===== src/rtl/i2c_txn_sequencer.sv =====
// Register-access sequencer driving a byte-level I2C master through START/WRITE/RESTART/READ/STOP.
// Optional NACK retry is enabled by defining I2C_SEQ_RETRY_EN.
module i2c_txn_sequencer #(
    parameter int RETRIES = 2
) (
    input  logic       clk,
    input  logic       reset,
    input  logic       req_valid,
    output logic       req_ready,
    input  logic       req_rw,
    input  logic [6:0] req_dev,
    input  logic [7:0] req_reg,
    input  logic [7:0] req_wdata,
    output logic       rsp_valid,
    output logic [7:0] rsp_rdata,
    output logic       rsp_err,
    output logic [2:0] m_cmd,
    output logic [7:0] m_din,
    output logic       m_wr_i2c,
    input  logic       m_ready,
    input  logic       m_done_tick,
    input  logic       m_ack,
    input  logic [7:0] m_dout
);
    localparam logic [2:0] CMD_START   = 3'b000;
    localparam logic [2:0] CMD_WRITE   = 3'b001;
    localparam logic [2:0] CMD_READ    = 3'b010;
    localparam logic [2:0] CMD_STOP    = 3'b011;
    localparam logic [2:0] CMD_RESTART = 3'b100;

`ifdef I2C_SEQ_RETRY_EN
    localparam bit RETRY_EN = 1'b1;
`else
    localparam bit RETRY_EN = 1'b0;
`endif

    typedef enum logic [2:0] {S_IDLE, S_ISSUE, S_GUARD, S_WAIT, S_RESP} state_t;

    state_t     state;
    logic [2:0] step;
    logic       rw;
    logic [6:0] dev;
    logic [7:0] reg_addr;
    logic [7:0] wdata;
    logic       nack;
    logic [1:0] retry_cnt;

    logic [2:0] step_cmd;
    logic [7:0] step_din;
    logic [2:0] stop_step;

    // Command table: write uses steps 0..4, read uses steps 0..6.
    always_comb begin
        step_cmd  = CMD_STOP;
        step_din  = 8'h00;
        stop_step = rw ? 3'd6 : 3'd4;
        case (step)
            3'd0: step_cmd = CMD_START;
            3'd1: begin step_cmd = CMD_WRITE; step_din = {dev, 1'b0}; end
            3'd2: begin step_cmd = CMD_WRITE; step_din = reg_addr; end
            3'd3: begin
                if (rw) step_cmd = CMD_RESTART;
                else begin step_cmd = CMD_WRITE; step_din = wdata; end
            end
            3'd4: if (rw) begin step_cmd = CMD_WRITE; step_din = {dev, 1'b1}; end
            3'd5: begin step_cmd = CMD_READ; step_din = 8'h01; end
            default: step_cmd = CMD_STOP;
        endcase
    end

    always_ff @(posedge clk) begin
        if (reset) begin
            state     <= S_IDLE;
            step      <= 3'd0;
            rw        <= 1'b0;
            dev       <= 7'h00;
            reg_addr  <= 8'h00;
            wdata     <= 8'h00;
            nack      <= 1'b0;
            retry_cnt <= 2'd0;
            req_ready <= 1'b0;
            rsp_valid <= 1'b0;
            rsp_rdata <= 8'h00;
            rsp_err   <= 1'b0;
            m_cmd     <= CMD_START;
            m_din     <= 8'h00;
            m_wr_i2c  <= 1'b0;
        end else begin
            m_wr_i2c  <= 1'b0;
            rsp_valid <= 1'b0;
            case (state)
                S_IDLE: begin
                    if (req_valid && req_ready) begin
                        rw        <= req_rw;
                        dev       <= req_dev;
                        reg_addr  <= req_reg;
                        wdata     <= req_wdata;
                        step      <= 3'd0;
                        nack      <= 1'b0;
                        retry_cnt <= 2'd0;
                        req_ready <= 1'b0;
                        state     <= S_ISSUE;
                    end else begin
                        req_ready <= 1'b1;
                    end
                end
                S_ISSUE: begin
                    if (m_ready) begin
                        m_cmd    <= step_cmd;
                        m_din    <= step_din;
                        m_wr_i2c <= 1'b1;
                        state    <= S_GUARD;
                    end
                end
                // Master needs a cycle to drop m_ready after the strobe.
                S_GUARD: state <= S_WAIT;
                S_WAIT: begin
                    if (m_cmd == CMD_WRITE || m_cmd == CMD_READ) begin
                        if (m_done_tick) begin
                            state <= S_ISSUE;
                            if (m_cmd == CMD_READ) begin
                                rsp_rdata <= m_dout;
                                step      <= step + 3'd1;
                            end else begin
                                nack <= nack | m_ack;
                                step <= m_ack ? stop_step : step + 3'd1;
                            end
                        end
                    end else if (m_ready) begin
                        if (m_cmd == CMD_STOP) begin
                            if (RETRY_EN && nack && (int'(retry_cnt) < RETRIES)) begin
                                retry_cnt <= retry_cnt + 2'd1;
                                nack      <= 1'b0;
                                step      <= 3'd0;
                                state     <= S_ISSUE;
                            end else begin
                                rsp_valid <= 1'b1;
                                rsp_err   <= nack;
                                state     <= S_RESP;
                            end
                        end else begin
                            step  <= step + 3'd1;
                            state <= S_ISSUE;
                        end
                    end
                end
                S_RESP: begin
                    req_ready <= 1'b1;
                    state     <= S_IDLE;
                end
                default: state <= S_IDLE;
            endcase
        end
    end
endmodule


===== config.mk =====
export PLATFORM = sky130hd
export DESIGN_NAME = i2c_txn_sequencer
export DESIGN_NICKNAME = d
export VERILOG_FILES = /design/src/rtl/i2c_txn_sequencer.sv
export SDC_FILE = /design/constraint.sdc
export NUM_CORES = 1
export LEC_CHECK = 0
export CAP_MARGIN = 20
export CORE_AREA = 2 2 93 95
export CTS_CLUSTER_DIAMETER = 30
export CTS_CLUSTER_SIZE = 12
export DETAILED_ROUTE_END_ITERATION = 10
export DIE_AREA = 0 0 95 97
export GPL_ROUTABILITY_DRIVEN = 0
export SETUP_SLACK_MARGIN = 0.5
export SLEW_MARGIN = 5
export SYNTH_ARGS = -nofsm -noshare
export SYNTH_HDL_FRONTEND = slang
export SYNTH_SLANG_ARGS = --single-unit
export TNS_END_PERCENT = 10

===== constraint.sdc =====
create_clock -name clk -period 3.6 [get_ports clk]
set_clock_uncertainty 0.05 [all_clocks]
set_input_delay 1.08 -clock clk [delete_from_list [all_inputs] [get_ports clk]]
set_output_delay 1.08 -clock clk [all_outputs]
set_load 0.03 [all_outputs]

==> images/power_grid.png <==
Drawn at 4 px/um. Pins as bars on the die edge.
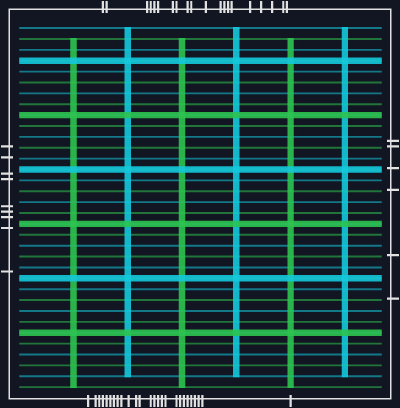
legend:
  VSS:
    colour: green
  VDD:
    colour: cyan
met5 straps: 6
rows: 33

==> CHANGELOG.md <==
## Flow update

* Outcome: completed
* Post-CTS Setup Bufs at 0
* Total number of warnings across the stage logs at 29
* XOR Share, Synth at 0.00710
* Worst r2r path cells at 6
* Post-Route M1 WL at 2770 um
* Cell count of the worst hold path at 2
* Dominant comb cell: simple AND/OR/NAND/NOR gates
* Count of buffering cells on the critical path with inverters included at 1
* Register clock-pin slew on the reported worst setup and hold paths at 0.09 ns
* Number of primary I/O pins at 61
* Vias post-DR at 2090
* Met3 routing resource usage after global routing at 0.0312
* Top flip-flop cell by instance count after synthesis: dfxtp_1
* Clock distribution area overhead in the final layout at 0.0333
* Critical-path cell with the highest stage delay: clkdlybuf4s50_1
* Wire length of the first global-routing pass at between 9000 and 10000 um
* Post-Synthesis Cell Area at 2470 sq um
* Clk root buf: clkbuf_8
* Hold wc startpoint: reg_addr[4]
* Number of port buffers at 60
* Internal Power at 878 uW
* Diode insertion count for antenna repair at 0
* Start-to-end type of the worst setup path: flop to output pin
* Std-Cell Core Area at approximately 8000 sq um
* Simple-Gate Area Share at 0.206
* Endpoint type of the worst setup path: output pin
* Sum of negative setup slack at 0 ns
* Clk sink count at around 54
* Synthesis warning total at 0
* Slowest cell delay on critical path at ~0.75 ns
* Number of buffers on the longest clock path at 2
* Achievable frequency at 363 MHz
* Vias in the first global route at 2036
* Number of enable flip-flop cells at 0
* Worst slew slack as a fraction of its limit at 0.450
* Arr. time, crit path at ~1.6 ns
* Number of endpoints with negative hold slack in the final report at 0
* Post-synthesis mux area share at 0.0451
* Cts repair resizes at 0
* Detailed-routing iteration count for the pre-antenna-repair pass at 5
* Aoi share at 0.202
* Pwr Density at 375 nW/um^2
* Share of the synthesized area in the top cell type at 0.438
* H-tree lvl count at 2
* Core Util at FP at 0.303
* Total gr overflow at 0
* Post-route ant nets at 0
* Worst Hold Margin at approximately 0.41 ns
* Launching element of the worst setup path: m_cmd[1]
* Maximum number of pins on one net before global-route repair at 31
* Total wire length after detailed routing at between 5000 and 6000 um
* Layout multi-input combinational cell count at between 200 and 250
* Worst reg2reg path startpoint: step[1]
* Top Layer Used: met4
* Hold/Removal Path Class: flop to flop
* Post-route worst setup slack at 0.842 ns
* Combinational share of power at 0.136
* Power in the clock group at approximately 370 uW
==> images/placement_by_type.png <==
Drawn at 3 px/um. Fill, decap, tap and diode cells in grey.
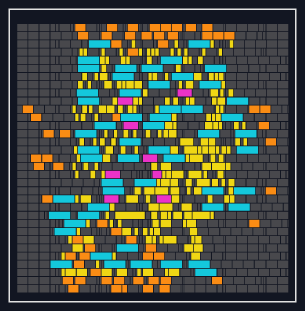
legend:
  combinational and other logic:
    colour: yellow
    cells: 211
    share_of_their_area: 41%
  other buffers and delay cells:
    colour: orange
    cells: 61
    share_of_their_area: 20%
  clock drivers and dummy loads:
    colour: magenta
    cells: 8
    share_of_their_area: 3.5%
  flops:
    colour: cyan
    cells: 54
    share_of_their_area: 36%

## cells in the final DEF, fill, tap and decap left out, drive strengths merged, types with 7 or more instances in the layout
cell type	netlist	final
dfxtp	54	54
nor2	18	18
a22oi	8	8
clkdlybuf4s50	0	59
o21ai	11	11
clkbuf	7	7
a21oi	38	38
nand2	62	62
mux2i	10	10
inv	8	8
a21o	9	9
## state kept, by name (all words and copies together), names as in the netlist
name	count
dev	7
m_cmd	3
m_din	8
m_wr_i2c	1
nack	1
reg_addr	8
req_ready	1
rsp_err	1
rsp_rdata	8
rsp_valid	1
rw	1
state	3
step	3
wdata	8
## worst reg2reg max path, delay by kind of cell (launching register included)
family          cells  cell delay, ns
fa+ha+maj           2            0.33
simple gates        1            0.65
flops               1            0.44
compound gates      3            0.55
Power is estimated from default activity; no workload was simulated.
